[config.mk]
export PLATFORM = sky130hd
export DESIGN_NAME = vga_rx_monitor
export DESIGN_NICKNAME = d
export VERILOG_FILES = /design/src/rtl/vga_rx_monitor.sv
export SDC_FILE = /design/constraint.sdc
export NUM_CORES = 1
export LEC_CHECK = 0
export CAP_MARGIN = 20
export CORE_UTILIZATION = 40
export DETAILED_ROUTE_END_ITERATION = 10
export GPL_TIMING_DRIVEN = 0
export PLACE_DENSITY_LB_ADDON = 0.25
export SLEW_MARGIN = 20
export SYNTH_ARGS = -nofsm -noshare
export SYNTH_HDL_FRONTEND = slang
export SYNTH_SLANG_ARGS = --single-unit
[constraint.sdc]
create_clock -name pixel_clk -period 8.02 [get_ports pixel_clk]
set_clock_uncertainty 0.2 [all_clocks]
set_input_delay 2.005 -clock pixel_clk [delete_from_list [all_inputs] [get_ports pixel_clk]]
set_output_delay 2.005 -clock pixel_clk [all_outputs]
set_load 0.01 [all_outputs]
[src/rtl/vga_rx_monitor.sv]
// Passive VGA receive-side monitor: measures line/frame timing, tracks lock,
// strobes active-region pixels with coordinates and checksums each frame.
module vga_rx_monitor #(
  parameter int unsigned H_SYNC    = 96,
  parameter int unsigned H_BP      = 48,
  parameter int unsigned H_DISPLAY = 640,
  parameter int unsigned V_SYNC    = 2,
  parameter int unsigned V_BP      = 33,
  parameter int unsigned V_DISPLAY = 480,
  parameter bit          SYNC_POL  = 1'b0
) (
  input  logic        pixel_clk,
  input  logic        pixel_rst_n,
  input  logic        vga_hsync,
  input  logic        vga_vsync,
  input  logic [3:0]  vga_r,
  input  logic [3:0]  vga_g,
  input  logic [3:0]  vga_b,
  output logic        pixel_valid,
  output logic [9:0]  pixel_x,
  output logic [8:0]  pixel_y,
  output logic [11:0] pixel_rgb,
  output logic [11:0] h_total,
  output logic [10:0] v_total,
  output logic        locked,
  output logic [7:0]  err_cnt,
  output logic [15:0] frame_sum,
  output logic        frame_done
);

  localparam logic [11:0] H_FIRST = 12'(H_SYNC + H_BP);
  localparam logic [11:0] H_LAST  = 12'(H_SYNC + H_BP + H_DISPLAY - 1);
  localparam logic [10:0] V_FIRST = 11'(V_SYNC + V_BP);
  localparam logic [10:0] V_LAST  = 11'(V_SYNC + V_BP + V_DISPLAY - 1);

  typedef enum logic [1:0] {
    SEARCH  = 2'd0,
    MEASURE = 2'd1,
    LOCKED  = 2'd2
  } state_t;

  logic        r_hs, r_hs_d, r_vs, r_vs_d;
  logic [11:0] r_rgb;
  logic [1:0]  r_arm;
  logic [11:0] r_hcnt;
  logic [10:0] r_vcnt;
  logic [15:0] r_sum;
  state_t      r_state, w_state_next;
  logic        r_have_base, w_base_next;
  logic        r_h_ok, w_hok_next;
  logic        w_err_inc;

  logic        w_hs_edge, w_vs_edge;
  logic [11:0] w_hcnt_p1;
  logic [10:0] w_vcnt_p1;
  logic        w_h_mis, w_v_mis, w_sat;
  logic        w_h_act, w_v_act, w_active;
  logic        w_hok_now;
  logic [15:0] w_sum_next;

  // Input capture; r_arm keeps edge detection off until r_*_d holds a real
  // pin sample, so a release in the middle of a sync pulse is not an edge.
  always_ff @(posedge pixel_clk or negedge pixel_rst_n) begin
    if (!pixel_rst_n) begin
      r_hs   <= ~SYNC_POL;
      r_hs_d <= ~SYNC_POL;
      r_vs   <= ~SYNC_POL;
      r_vs_d <= ~SYNC_POL;
      r_rgb  <= '0;
      r_arm  <= '0;
    end else begin
      r_hs   <= vga_hsync;
      r_hs_d <= r_hs;
      r_vs   <= vga_vsync;
      r_vs_d <= r_vs;
      r_rgb  <= {vga_r, vga_g, vga_b};
      r_arm  <= {r_arm[0], 1'b1};
    end
  end

  assign w_hs_edge = r_arm[1] && (r_hs == SYNC_POL) && (r_hs_d != SYNC_POL);
  assign w_vs_edge = r_arm[1] && (r_vs == SYNC_POL) && (r_vs_d != SYNC_POL);

  assign w_hcnt_p1 = r_hcnt + 12'd1;
  assign w_vcnt_p1 = r_vcnt + 11'd1;
  assign w_h_mis   = w_hs_edge && (w_hcnt_p1 != h_total);
  assign w_v_mis   = w_vs_edge && (w_vcnt_p1 != v_total);
  assign w_sat     = (r_hcnt == '1) || (r_vcnt == '1);

  assign w_h_act   = (r_hcnt >= H_FIRST) && (r_hcnt <= H_LAST);
  assign w_v_act   = (r_vcnt >= V_FIRST) && (r_vcnt <= V_LAST);
  assign w_active  = w_h_act && w_v_act;

  always_ff @(posedge pixel_clk or negedge pixel_rst_n) begin
    if (!pixel_rst_n) begin
      r_hcnt <= '0;
      r_vcnt <= '0;
    end else begin
      if (w_hs_edge)
        r_hcnt <= '0;
      else if (r_hcnt != '1)
        r_hcnt <= w_hcnt_p1;

      if (w_vs_edge)
        r_vcnt <= '0;
      else if (w_hs_edge && (r_vcnt != '1))
        r_vcnt <= w_vcnt_p1;
    end
  end

  always_ff @(posedge pixel_clk or negedge pixel_rst_n) begin
    if (!pixel_rst_n) begin
      h_total <= '0;
      v_total <= '0;
    end else begin
      if (w_hs_edge)
        h_total <= w_hcnt_p1;
      if (w_vs_edge)
        v_total <= w_vcnt_p1;
    end
  end

  always_ff @(posedge pixel_clk or negedge pixel_rst_n) begin
    if (!pixel_rst_n) begin
      pixel_valid <= 1'b0;
      pixel_x     <= '0;
      pixel_y     <= '0;
      pixel_rgb   <= '0;
    end else begin
      pixel_valid <= w_active;
      if (w_active) begin
        pixel_x   <= 10'(r_hcnt - H_FIRST);
        pixel_y   <= 9'(r_vcnt - V_FIRST);
        pixel_rgb <= r_rgb;
      end else begin
        pixel_x   <= '0;
        pixel_y   <= '0;
        pixel_rgb <= '0;
      end
    end
  end

  // The pixel strobed on the vsync-edge cycle still belongs to the ending frame.
  assign w_sum_next = r_sum + (w_active ? {4'b0000, r_rgb} : 16'd0);

  always_ff @(posedge pixel_clk or negedge pixel_rst_n) begin
    if (!pixel_rst_n) begin
      r_sum      <= '0;
      frame_sum  <= '0;
      frame_done <= 1'b0;
    end else if (w_vs_edge) begin
      frame_sum  <= w_sum_next;
      r_sum      <= '0;
      frame_done <= 1'b1;
    end else begin
      r_sum      <= w_sum_next;
      frame_done <= 1'b0;
    end
  end

  assign w_hok_now = r_h_ok && !w_h_mis;

  // MEASURE takes one vsync edge to establish a baseline v_total, then
  // locks on the next edge whose frame repeated it with all lines matching.
  always_comb begin
    w_state_next = r_state;
    w_base_next  = r_have_base;
    w_hok_next   = r_h_ok;
    w_err_inc    = 1'b0;
    case (r_state)
      SEARCH: begin
        if (w_vs_edge) begin
          w_state_next = MEASURE;
          w_base_next  = 1'b0;
          w_hok_next   = 1'b1;
        end
      end
      MEASURE: begin
        w_hok_next = w_hok_now;
        if (w_vs_edge) begin
          if (!r_have_base) begin
            w_base_next = 1'b1;
            w_hok_next  = 1'b1;
          end else if (!w_v_mis && w_hok_now) begin
            w_state_next = LOCKED;
          end else begin
            w_hok_next = 1'b1;
          end
        end
      end
      LOCKED: begin
        if (w_h_mis || w_v_mis || w_sat) begin
          w_state_next = SEARCH;
          w_err_inc    = 1'b1;
        end
      end
      default: w_state_next = SEARCH;
    endcase
  end

  always_ff @(posedge pixel_clk or negedge pixel_rst_n) begin
    if (!pixel_rst_n) begin
      r_state     <= SEARCH;
      r_have_base <= 1'b0;
      r_h_ok      <= 1'b1;
      locked      <= 1'b0;
      err_cnt     <= '0;
    end else begin
      r_state     <= w_state_next;
      r_have_base <= w_base_next;
      r_h_ok      <= w_hok_next;
      locked      <= (w_state_next == LOCKED);
      if (w_err_inc && (err_cnt != '1))
        err_cnt <= err_cnt + 8'd1;
    end
  end

endmodule

==> summary.txt, run 1 <==
The flow completed. The run finished with clean final reports. Area of the chip landed at 0.0175 mm². Share of the synthesized area in the top cell type landed at between 50% and 60%.

Area of the mapped netlist landed at between 0.006 and 0.007 mm². Setup repair after global routing left no endpoint under its margin. After routing the design area is between 0.008 and 0.009 mm².

Combinational logic burns approximately 16% of the power. Maximum vdd ir drop landed at 0.159 mV. TritonCTS built the clock tree.

The tightest min-delay check is of the reg2reg type. The most used flip-flop cell after synthesis is dfrtp_1. Highest attainable clock frequency landed at roughly 170 MHz. Area fraction in full adders, half adders and majority gates landed at approximately 4.2%. Maximum number of pins on one net before global-route repair landed at between 70 and 80.

Per the STA report, the cell with the highest stage delay on the worst path is a2111oi_0. After synthesis, the cell types taking the most area are dfrtp_1 (51%), xnor2_1 (5.7%), xor2_1 (4.0%). After detailed placement, the design holds a cell count of between 900 and 1000. Fill cells in the final layout number roughly 1500. Of all cell types, the one taking the most synthesized area is dfrtp_1. Counting every sink on the clock net gives between 100 and 150. At the floorplan stage, the core utilization is reported as 40.9%. Fraction of the mapped netlist area in compound gates landed at between 10 and 15%.

Per the summary, power density relative to cell area is 218 mW/mm². OpenROAD emitted warnings numbering 31. In the setup report, the worst path falls into the class reg2reg.

Count of nets after finishing landed at roughly 810. Post-CTS repair ended up resizing 0 cells. In the final layout, the share of cells above drive strength 1 is a little over 9%. Number of flops mapped to enable cells by yosys landed at 0. Number of ports placed on the die boundary landed at roughly 97.

The repair_antennas step left the layout with diodes totalling 0. The worst setup path is launched from a flip-flop. The worst path uses between 70% and 80% of the clock period. Standard cell area after detailed placement landed at approximately 0.0080 mm². First-pass detailed-route iteration total landed at 4. Per the CTS log, the buffer count on the longest clock path is 2. Final weighted congestion of routability-driven global placement landed at between 0.8 and 0.9. The commonest cells after synthesis are dfrtp_1 (137), nand2_1 (72), nor2_1 (64). Of all flip-flops after synthesis, the portion carrying an async set or reset was 100%. Internal portion of total power landed at approximately 1.4 mW.

By instance count, the leading cell after synthesis is dfrtp_1. Average via count per standard cell landed at about 5.1. In this design, the largest share of critical-path delay is due to AND-OR/OR-AND gates.

The area recorded from the Yosys report for this design is approximately 0.0068 mm². The signal on the critical path passes through buf_2 > inv_1 > ha_1 > nor4bb_1 > nand3b_1 > a2111oi_0 > nand4_1 > inv_1 > clkbuf_1 > and2_1 > ha_1 > a21o_1 > a21oi_1 > o21bai_1 > a2111oi_0 > o31ai_1 > nand3_1 > xor2_1 > o21ai_0. Area share of xor/xnor cells in the synthesized design landed at a little over a tenth. Flop and latch count out of synthesis landed at ~140. In this run switching power makes up ~28% of total power. Post-CTS timing repair inserted 0 buffers for setup.

Sequential share of power landed at 42.5%. The netlist uses approximately 69 different library cells. Total vias in the final route landed at 5090. Looking at the max-slew report, the worst-margin pin has a slew of 0.972 ns.

First-pass GRT wire length landed at ~26 mm. For the worst-skew pair, the clock arrives at the later sink with an insertion delay of about 0.42 ns. Net switching component of the power landed at just over 0.5 mW.

Final max-slew violation count landed at 0. The average instance in the mapped netlist occupies roughly 10 µm². The number of antenna violations at the first check in global routing came to 0.

Data required time of the critical path landed at 8.11 ns. Synthesis-to-layout area growth landed at 27.4%.
==> run 1: power by group through the flow <==
stage	registers (mW)	clock network [mW]	logic, mW
after CTS	0.799	0.791	0.312
after global routing	0.804	0.827	0.344
after floorplan	0.811	0	0.193
final	0.798	0.773	0.309
after global placement	0.809	0	0.307
after detailed placement	0.811	0	0.309
==> run 1: path summary, 6_finish.rpt <==
| kind | start | end | slack (ns) |
|---|---|---|---|
| worst max register to register | r_hcnt[5] | frame_sum[14] | 2.02 |
| worst min register to register | r_arm[0] | r_arm[1] | 0.16 |
| worst max-delay path | r_hcnt[5] | frame_sum[14] | 2.02 |
| worst min-delay path | r_arm[0] | r_arm[1] | 0.16 |
| min in group asynchronous | pixel_rst_n | pixel_y[6] | 1.35 |
| max in group asynchronous | pixel_rst_n | r_hs | 5.49 |
==> run 1: area by class of cell <==
cell class / instances / area [µm²] / area share, %
inverter: 18 / 67.6 / 0.782
multi-input combinational: 456 / 2970 / 34.4
timing repair buffer: 97 / 993 / 11.5
buffer: 38 / 183 / 2.11
sequential: 142 / 3560 / 41.2
clock inverter: 15 / 164 / 1.90
clock buffer: 17 / 425 / 4.92
tap: 220 / 275 / 3.19
==> run 1: layer usage <==
metal | wire [µm] | GRT usage [%] | vias to the layer above
met2 | 7570 | 31.1 | 128
li1 | - | - | 2442
met5 | 0 | 0 | -
met1 | 7010 | 24.2 | 2506
met4 | 216 | 6.77 | 0
met3 | 852 | 5.54 | 14
==> run 1: layout by cell type, fill, tap and decap left out, types with 3 or more instances in the layout <==
cell type,instances
a2111oi_0,3
a211oi_1,6
a21o_1,5
a21oi_1,22
a31oi_1,3
and2_1,20
and3_1,7
buf_1,3
buf_2,10
buf_4,3
clkbuf_1,19
clkbuf_16,17
clkdlybuf4s50_1,95
clkinv_4,4
clkinvlp_4,4
dfrtp_1,137
dfstp_2,5
ha_1,21
inv_1,18
nand2_1,72
nand2b_1,9
nand3_1,18
nand3b_1,4
nand4_1,10
nor2_1,64
nor2b_1,4
nor3_1,10
o21ai_0,47
o21bai_1,5
or2_2,3
or3_1,4
xnor2_1,44
xor2_1,31
==> run 1: per-stage QoR <==
step	power (mW)	setup TNS, ns	hold slack, ns	setup slack, ns
final	1.88	0	0.163	2.02
after CTS	1.90	0	0.164	1.96
after global routing	1.97	0	0.163	1.53
after detailed placement	1.12	0	0.148	2.02
after global placement	1.12	-112.68	0.132	-0.835
after floorplan	1.00	0	0.131	3.44
==> run 1: cells by family (layout without fill, tap and decap cells) <==
logic type	after synthesis	count (layout)
multiplexers	2	2
buffers and inverters	56	185
adder cells (fa/ha/maj)	22	22
other	1	1
flip-flops	142	142
AND/OR/NAND/NOR	241	241
XOR/XNOR	78	78
AND-OR/OR-AND	112	112
==> run 1: sequential cells by signal (all words and copies together), names as in the netlist, 9 cells and up <==
name / flops
r_vcnt: 11
pixel_rgb: 12
r_sum: 16
pixel_x: 10
h_total: 12
pixel_y: 9
v_total: 11
r_hcnt: 12
frame_sum: 16
r_rgb: 12
run_1/flops_by_reg.png
Other sequential cells in the stronger gray, the rest of the logic in the fainter gray.
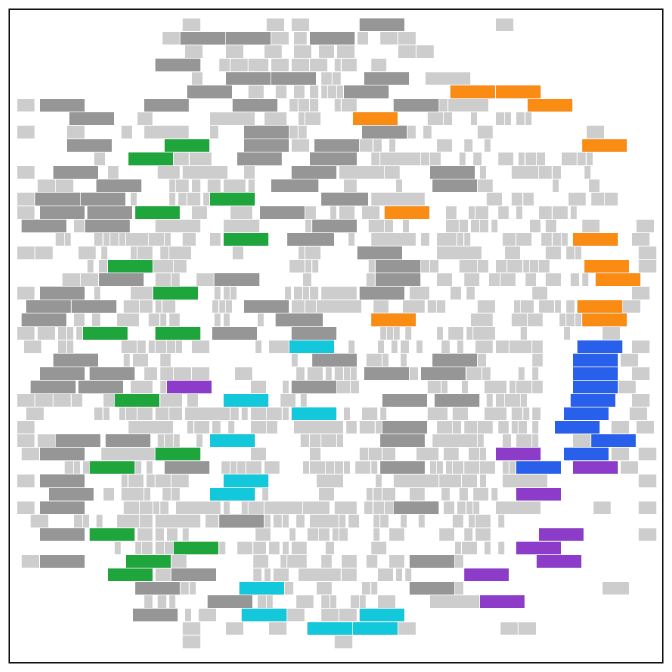
[pixel_y] purple | placed flops: 9 | where: lower right
[pixel_x] blue | placed flops: 10 | where: middle right
[h_total] orange | placed flops: 12
[v_total] cyan | placed flops: 11
[r_sum] green | placed flops: 16
flop share of the area: 41.2%
fraction of the core area covered by cells at the end of the flow: 52.1%
area taken by flip-flops and latches: 0.00356 mm²
power in sequential cells: 0.798 mW

run_1/congestion.png
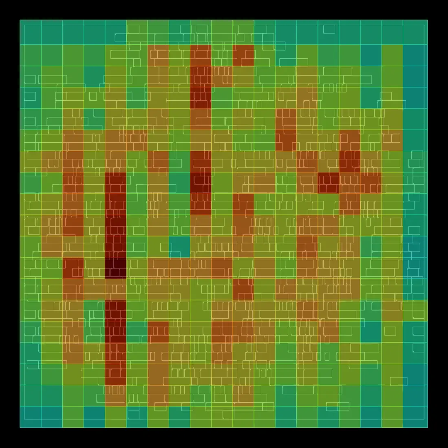
met1 track demand over resource in global routing: 24.2%
met2 routing resource usage after global routing: 31.1%
layer with the highest usage: met2
routed wirelength normalized by instance count: 15.6 µm
global routing usage summed across all routing layers: 19.1%

run_1/io_placement.png
Pins as bars across the die edge, other pins in gray.
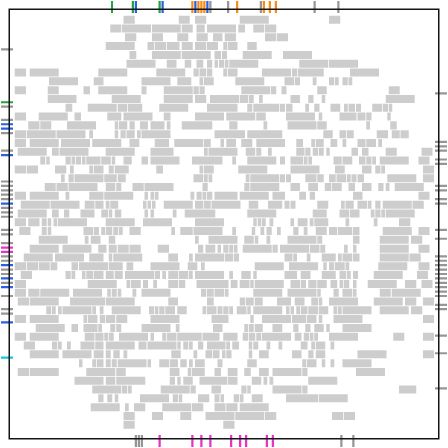
[vga_b] green | pins: 4 | direction: input | edge: 3 top, 1 left
[v_total] magenta | pins: 11 | direction: output | edge: 9 bottom, 2 left
[err_cnt] orange | pins: 8 | direction: output | edge: top
[frame_done] cyan | pins: 1 | direction: output | edge: left
[pixel_rgb] blue | pins: 12 | direction: output | edge: 8 left, 4 top
height of the die: 132 µm
buffers added on ports: 96

run_1/clk_routes.png
The bar under the picture is 50 µm long.
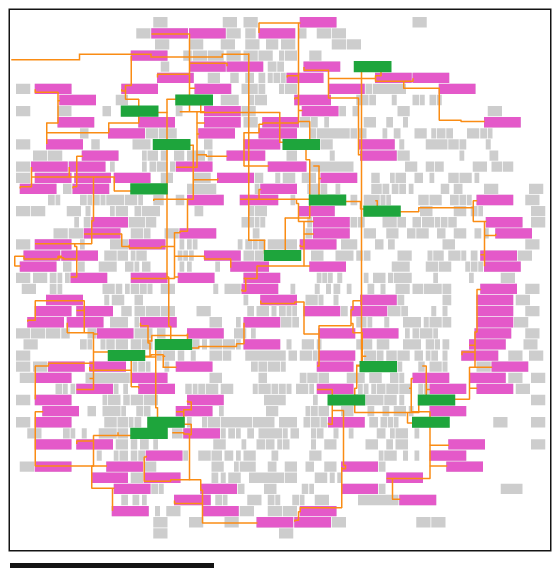
[flip-flops] magenta | count: 142
[clock wires] orange | length: 1730 µm
[clock drivers] green | count: 17
routed clock nets: 18
flops lie: spread over the die
clock network power: 0.773 mW
Clock power frac: 41.1%

run_1/layer_met4.png
Cells faint in the background.
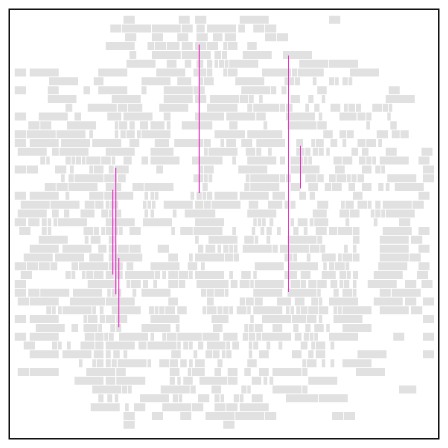

==> run 1 -> run 2 <==
clock period = 5.1 ns   (was 8.02 ns; I/O delays follow)
run_2/layer_met4.png
Cells faint in the background.
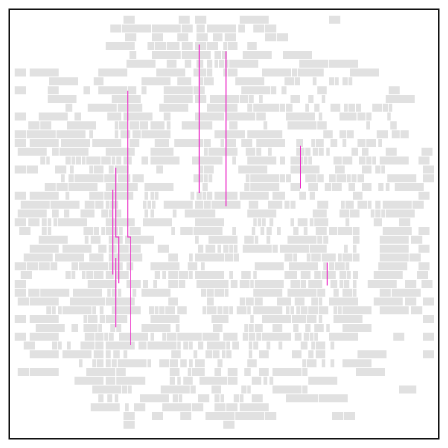
longest straight run: 47.6 µm
main direction: vertical
vias after detailed routing: 5118
Total Wirelength: 15.8 mm

run_2/io_placement.png
Pins as bars across the die edge, other pins in gray.
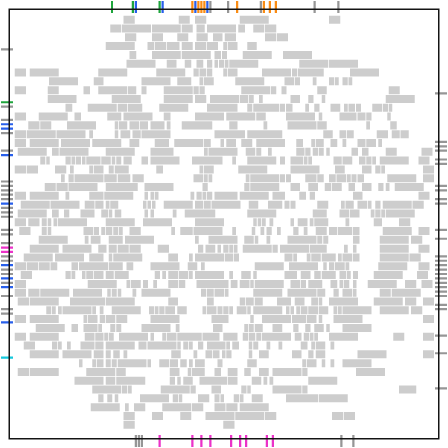
[frame_done] cyan | pins: 1 | direction: output | edge: left
[vga_b] green | pins: 4 | direction: input | edge: 3 top, 1 left
[v_total] magenta | pins: 11 | direction: output | edge: 9 bottom, 2 left
[pixel_rgb] blue | pins: 12 | direction: output | edge: 8 left, 4 top
[err_cnt] orange | pins: 8 | direction: output | edge: top
width of the die: 132 µm

==> run 2 against run 1 <==
Net effect:
- power grew 58%
- synthesized area is the same
- count of clock-buffer cells in the layout stayed put
- utilization rose by 0.44 points
- clock power rose by 58%
- non-clock buffer count increased by 1
- largest power group unchanged
- critical path depth is the same
- worst setup slack lost 1.7 ns
- register-to-register slack worse by 1.7 ns
==> summary.txt, run 2 <==
The flow completed. First-pass GRT wire length landed at 26.2 mm (about the same). The busiest metal layer after global routing was met2 (unchanged). The maximum number of pins on one net before global-route repair was 75 (unchanged). The maximum count of clock buffers along a single path is 2 (unchanged).

The type of the worst setup path was reg2reg (unchanged). The number of antenna violations at the first check in global routing came to 0 (unchanged). The share of the synthesized area in the top cell type came to 50.6% (unchanged). The transition time at the pin with the least slew margin came to 0.697 ns (was 0.972 ns).

Internal portion of total power landed at 2.14 mW (was 1.36 mW). The filler cell count in the final layout was 1493 (was 1504). The startpoint type of the worst setup path is a flip-flop (unchanged). The share of total power in the clock network is 41.2% (was 41.1%).

Met1 usage landed at 24.2% (about the same). The clock latency on the worst-skew pair is 0.42 ns (about the same). The TritonCTS clock tree is done (unchanged).

The reg2reg setup slack is 0.35 ns (was 2.02 ns). Most instantiated cells after synthesis: dfrtp_1 (137), nand2_1 (72), nor2_1 (64) (unchanged). The area of the mapped netlist was 0.00678 mm² (unchanged). The most repeated cell in the gate-level netlist after synthesis is dfrtp_1 (unchanged). Sequential share of power landed at 42.3% (was 42.5%). Fraction of layout cells with a size suffix above 1 landed at 10.6% (was 9.07%). Area of the chip landed at 0.0175 mm² (unchanged). Setup repair after global routing missed its margin: no (unchanged). Number of cells in the design after placement landed at 971 (unchanged).

Maximum vdd ir drop landed at 0.255 mV (was 0.159 mV). First-pass detailed-route iteration total landed at 4 (unchanged). The average cell area after synthesis is 10.4 µm² (unchanged). Largest cells by area after synthesis: dfrtp_1 (51%), xnor2_1 (5.7%), xor2_1 (4.0%) (unchanged).

The highest attainable clock frequency was 211 MHz (was 167 MHz). Outcome: finished clean (unchanged). Fraction of the mapped netlist area in compound gates landed at 10.9% (unchanged).

Area fraction in full adders, half adders and majority gates landed at 4.17% (unchanged). Final cycle utilization of the critical path landed at 93.0% (was 74.8%). Top cells excl fill/tap: dfrtp_1 (137), clkdlybuf4s50_1 (95), nand2_1 (72) (unchanged). The sequential cell area in the final layout was 0.00356 mm² (unchanged). The final weighted congestion of routability-driven global placement was 0.887 (unchanged). Yosys chip area landed at 0.00678 mm² (unchanged). The met2 track demand over resource in global routing was 31.1% (unchanged). The combinational group share of total power is 16.5% (was 16.4%). Tool warning count landed at 31 (unchanged). Number of ports placed on the die boundary landed at 97 (unchanged). The share of flip-flops with an asynchronous set or reset came to 100% (unchanged). The flop and latch count out of synthesis came to 142 (unchanged). Number of flops mapped to enable cells by yosys landed at 0 (unchanged). Data required time of the critical path landed at 5.19 ns (was 8.11 ns). Proportion of total power due to net switching landed at 27.8% (was 27.6%). The most instantiated logic cell after routing is dfrtp_1 (unchanged). The final max-slew violation count was 0 (unchanged).

The area share of xor/xnor cells in the synthesized design came to 10.7% (unchanged).
[run 2: cell counts after synthesis]
Identical to the previous run, type by type.
[run 2: metal layers]
layer | part of all wire (%) | up-vias
met3 | 6.2 | 25
met5 | 0 | -
met1 | 44 | 2496
met4 | 1.7 | 0
met2 | 48 | 154
li1 | - | 2443
[run 2: logic make-up (layout without fill, tap and decap cells)]
logic type	Yosys count	after routing
XOR/XNOR	78	78
buffers and inverters	56	186
adder cells (fa/ha/maj)	22	22
AND-OR/OR-AND	112	112
multiplexers	2	2
AND/OR/NAND/NOR	241	241
flip-flops	142	142
other	1	2
[run 2: path summary, 6_finish.rpt]
path                             start  cells past startpoint            end
max in group asynchronous  pixel_rst_n                      2           r_hs
max reg2reg                  r_vcnt[2]                     19  frame_sum[14]
min reg2reg                   r_arm[0]                      0       r_arm[1]
max                          r_vcnt[2]                     19  frame_sum[14]
min in group asynchronous  pixel_rst_n                      1     pixel_y[6]
min                           r_arm[0]                      0       r_arm[1]
[run 2: what timing repair did]
action                                  CTS  global route
resized                                   5            12
hold buffers                              0             0
pin swaps                                 1             2
buffers inserted                          1             0
endpoints found under the setup margin   18            11
[run 2: critical path: stages (launching register included)]
cell       delay, ns
dfrtp_1         0.36
buf_4           0.18
or3_1           0.40
nand2b_1        0.20
o21ai_0         0.17
or3b_1          0.35
nand4_1         0.14
inv_4           0.09
clkbuf_4        0.21
and2_1          0.20
ha_1            0.21
fa_1            0.42
a21o_1          0.20
a21oi_2         0.20
o21bai_2        0.11
a2111oi_4       0.40
o31ai_2         0.17
nand3_1         0.12
xor2_1          0.19
o21ai_0         0.09
[run 2: cell type report]
| type | instances | share of cell area (%) |
|---|---|---|
| Multi-Input combinational cell | 456 | 34.7 |
| Antenna cell | 1 | 0.0287 |
| Timing Repair Buffer | 98 | 11.5 |
| Buffer | 38 | 2.14 |
| Clock buffer | 17 | 4.88 |
| Inverter | 18 | 0.847 |
| Tap cell | 220 | 3.16 |
| Sequential cell | 142 | 40.9 |
| Clock inverter | 15 | 1.88 |
[run 2: per-stage QoR]
step	TNS (ns)	utilization (%)	worst slack, ns	hold slack [ns]	area (µm²)
2_1_floorplan	0	-	0.525	0.131	6780
3_3_place_gp	-427.04	48.3	-3.02	0.132	8020
3_5_place_dp	-7.80	48.5	-0.902	0.148	8050
4_1_cts	0	52.2	0.0233	0.164	8650
5_1_grt	0	52.5	0.0640	0.164	8710
6_report	0	52.5	0.355	0.159	8710
[run 2: power by group through the flow]
stage,combinational (mW),sequential [mW],clock [mW]
5_1_grt,0.542,1.26,1.30
4_1_cts,0.490,1.26,1.24
3_5_place_dp,0.487,1.28,0
6_report,0.490,1.25,1.22
2_1_floorplan,0.303,1.27,0
3_3_place_gp,0.482,1.27,0
==> run 2 -> run 3 <==
CTS_CLUSTER_SIZE = 14   (was not set)
run_3/layer_met4.png
Cells faint in the background.
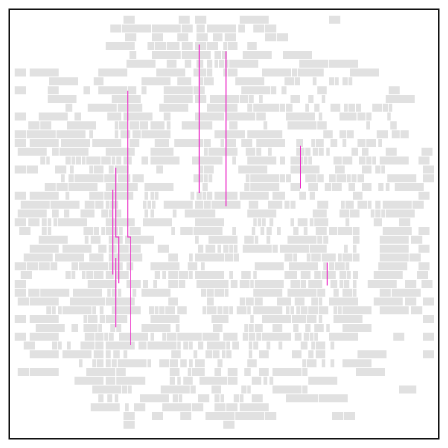
main direction: vertical
share of all routed wire: 1.7%
wire length on this layer: 275 µm
longest straight run: 47.6 µm
nets with wire on the layer: 7

==> run 3 against run 2 <==
Net effect:
- synthesized area did not move
- sequential share of layout area did not move
- die area did not move
- via count did not move
- sequential cell count did not move
- non-clock buffer count did not move
- cell area did not move
- final cell count did not move
==> summary.txt, run 3 <==
The flow completed. Outcome: finished clean (unchanged). Filler cell count in the final layout landed at 1493 (unchanged). The area of the chip came to 0.0175 mm² (unchanged). The TritonCTS clock tree is done (unchanged). Standard-cell row count landed at 47 (unchanged). The tally of nets with antenna violations remaining after routing is 0 (unchanged). The final weighted congestion of routability-driven global placement is 0.887 (unchanged). Final-report setup violation count landed at 0 (unchanged). The kind of path behind the tightest hold check was reg2reg (unchanged). Number of sinks on the clock net landed at 142 (unchanged).

The transition time at the pin with the least slew margin is 0.697 ns (unchanged). The post-detailed-route DRC marker count came to 0 (unchanged). Count of nets after finishing landed at 809 (unchanged). The sequential cell area in the final layout was 0.00356 mm² (unchanged). Reg2reg setup slack landed at 0.35 ns (about the same). First-pass GRT wire length landed at 26.2 mm (unchanged). Largest registers: frame_sum: 16 flops, r_sum: 16 flops (unchanged). The capture point of the worst path is frame_sum[14] (unchanged). The startpoint type of the worst setup path is a flip-flop (unchanged). Total global routing track utilization landed at 19.1% (unchanged).

The dominant synthesized flop cell was dfrtp_1 (unchanged). The maximum level of the CTS H-tree was 4 (unchanged). Mean routed wirelength per cell landed at 15.7 µm (unchanged). Pre-CTS setup slack landed at -0.902 ns (unchanged). The post-synthesis cell type count is 69 (unchanged). The maximum vdd ir drop is 0.255 mV (unchanged). The hold-fix buffer count after cts came to 0 (unchanged). The footprint of the multi-input gates is 0.00302 mm² (unchanged). The average cell area after synthesis is 10.4 µm² (unchanged). The Yosys chip area is 0.00678 mm² (unchanged). Number of antenna violations at the first check in global routing landed at 0 (unchanged). Final worst hold slack landed at 0.159 ns (unchanged). The placed wire-length estimate after detailed placement is 11.3 mm (unchanged). The reg-to-reg critical path startpoint is r_vcnt[2] (unchanged).

Top cells excl fill/tap: dfrtp_1 (137), clkdlybuf4s50_1 (95), nand2_1 (72) (unchanged). Area of the core landed at 0.0166 mm² (unchanged). The flop and latch count out of synthesis is 142 (unchanged). The average via count per standard cell is 5.09 (unchanged).

Final max-slew violation count landed at 0 (unchanged). The most repeated cell in the gate-level netlist after synthesis was dfrtp_1 (unchanged). The most instantiated logic cell after routing was dfrtp_1 (unchanged). The data required time of the critical path was 5.19 ns (about the same). The area of the mapped netlist was 0.00678 mm² (unchanged).

The most area-hungry cell type in the Yosys netlist was dfrtp_1 (unchanged). The type of the worst setup path was reg2reg (unchanged). Count of input and output buffers landed at 96 (unchanged). Largest cells by area after synthesis: dfrtp_1 (51%), xnor2_1 (5.7%), xor2_1 (4.0%) (unchanged). The worst reg-to-reg path cell count is 19 (unchanged). Share of flip-flops with an asynchronous set or reset landed at 100% (unchanged). Via count of the first global-routing pass landed at 5112 (unchanged). The chip height was 132 µm (unchanged). Power per cell area landed at 340 mW/mm² (unchanged). Maximum number of pins on one net before global-route repair landed at 75 (unchanged).

The total vias in the final route is 5118 (unchanged). Headroom to the max-slew limit landed at 53.2% (unchanged). The tool warning count came to 31 (unchanged).

Setup repair after global routing missed its margin: no (unchanged). Synthesis-to-layout area growth landed at 28.5% (unchanged). Critical-path maximum fanout landed at 10 (unchanged). Number of ports placed on the die boundary landed at 97 (unchanged). Starting density of the core landed at 40.9% (unchanged).

Final cycle utilization of the critical path landed at 93.0% (unchanged). The fraction of layout cells with a size suffix above 1 was 10.6% (unchanged). Most instantiated cells after synthesis: dfrtp_1 (137), nand2_1 (72), nor2_1 (64) (unchanged). The number of flops mapped to enable cells by yosys came to 0 (unchanged). The share of the synthesized area in the top cell type came to 50.6% (unchanged). The minimum clock period came to 4.75 ns (unchanged).

Number of nets at floorplan landed at 692 (unchanged). Total routed wirelength landed at 15.8 mm (unchanged). The highest attainable clock frequency was 211 MHz (unchanged). First-pass detailed-route iteration total landed at 4 (unchanged). Width of the chip landed at 132 µm (unchanged). The capturing point of the worst reg2reg path is frame_sum[14] (unchanged). The maximum count of clock buffers along a single path is 2 (unchanged).

Worst setup margin landed at 0.355 ns (unchanged). The origin of the worst setup path is r_vcnt[2] (unchanged). The instance count of the mapped netlist was 654 (unchanged).
run_3/clk_routes.png
The bar under the picture is 50 µm long.
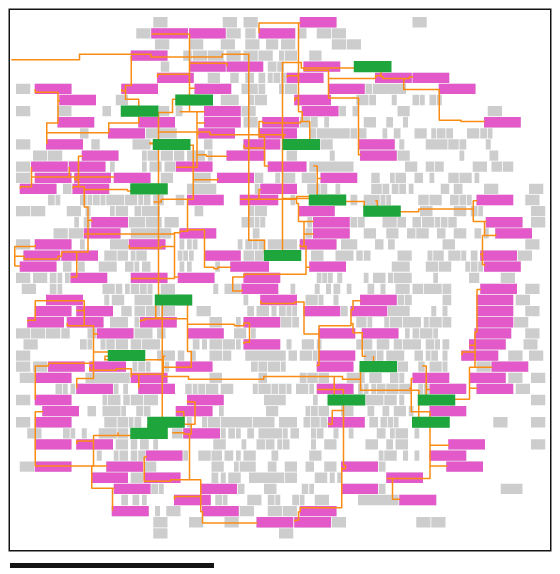
[clock drivers] green | count: 17
[flip-flops] magenta | count: 142
[clock wires] orange | length: 1750 µm
flops lie: spread over the die
routed clock nets: 18
clock network power: 1.22 mW
clock latency reported for the late side of the worst-skew pair: 0.42 ns
Clock power frac: 41.2%

==> run 3: cell counts after synthesis <==
No cell type changed its count.
==> run 3: how the worst min path moves through the flow <==
stage                        start       end  slack [ns]  cells past startpoint
final                     r_arm[0]  r_arm[1]        0.16                      0
after global placement    r_arm[0]  r_arm[1]        0.13                      0
after floorplan           r_arm[0]  r_arm[1]        0.13                      0
after global routing      r_arm[0]  r_arm[1]        0.16                      0
after CTS                 r_arm[0]  r_arm[1]        0.16                      0
after detailed placement  r_arm[0]  r_arm[1]        0.15                      0
==> run 3: cell families after synthesis <==
kind of cell | share of synthesized area [%]
mux | 0.332
buf+inv | 3.69
other cells | 0.0553
flops | 52.5
simple gates | 17.7
xor+xnor | 10.7
compound gates | 10.9
fa+ha+maj | 4.17
==> run 3: critical path: stages (launching register included) <==
cell       delay (ns)
dfrtp_1          0.36
buf_4            0.18
or3_1            0.40
nand2b_1         0.20
o21ai_0          0.17
or3b_1           0.35
nand4_1          0.14
inv_4            0.09
clkbuf_4         0.21
and2_1           0.20
ha_1             0.21
fa_1             0.42
a21o_1           0.20
a21oi_2          0.20
o21bai_2         0.11
a2111oi_4        0.40
o31ai_2          0.17
nand3_1          0.12
xor2_1           0.19
o21ai_0          0.09
==> run 3: metrics by stage <==
stage          utilization [%]  std cells  TNS (ns)  power, mW  cell area, µm²
3_3_place_gp              48.3        970   -427.04       1.75            8020
3_5_place_dp              48.5        971     -7.80       1.76            8050
2_1_floorplan                -        654         0       1.58            6780
4_1_cts                   52.2       1004         0       2.99            8650
5_1_grt                   52.5       1004         0       3.11            8710
6_report                  52.5       1005         0       2.97            8710
==> run 3: where the power goes <==
part | total (mW) | switching, mW | internal [mW]
clock network | 1.22 | 0.496 | 0.726
logic | 0.490 | 0.274 | 0.216
registers | 1.25 | 0.0565 | 1.20
total | 2.97 | 0.826 | 2.14
==> run 3: what timing repair did <==
item	4_1_cts	5_1_grt
buffers inserted	1	0
pin swaps	1	2
setup endpoints to repair	18	11
gates resized	5	12
==> run 3: layer usage <==
layer	wire [µm]	up-vias	track usage, %	share of wire (%)
met4	275	0	6.90	1.7
met5	0	-	0	0
li1	-	2443	-	-
met2	7530	154	31.1	48
met3	984	25	5.61	6.2
met1	7020	2496	24.2	44
==> run 3: final cells by class <==
| cell class | count | area share, % |
|---|---|---|
| antenna | 1 | 0.0287 |
| buffer | 38 | 2.14 |
| clock buffer | 17 | 4.88 |
| clock inverter | 15 | 1.88 |
| inverter | 18 | 0.847 |
| multi-input combinational | 456 | 34.7 |
| sequential | 142 | 40.9 |
| tap | 220 | 3.16 |
| timing repair buffer | 98 | 11.5 |
No activity file was given, so power comes from the tool's default toggle rates.
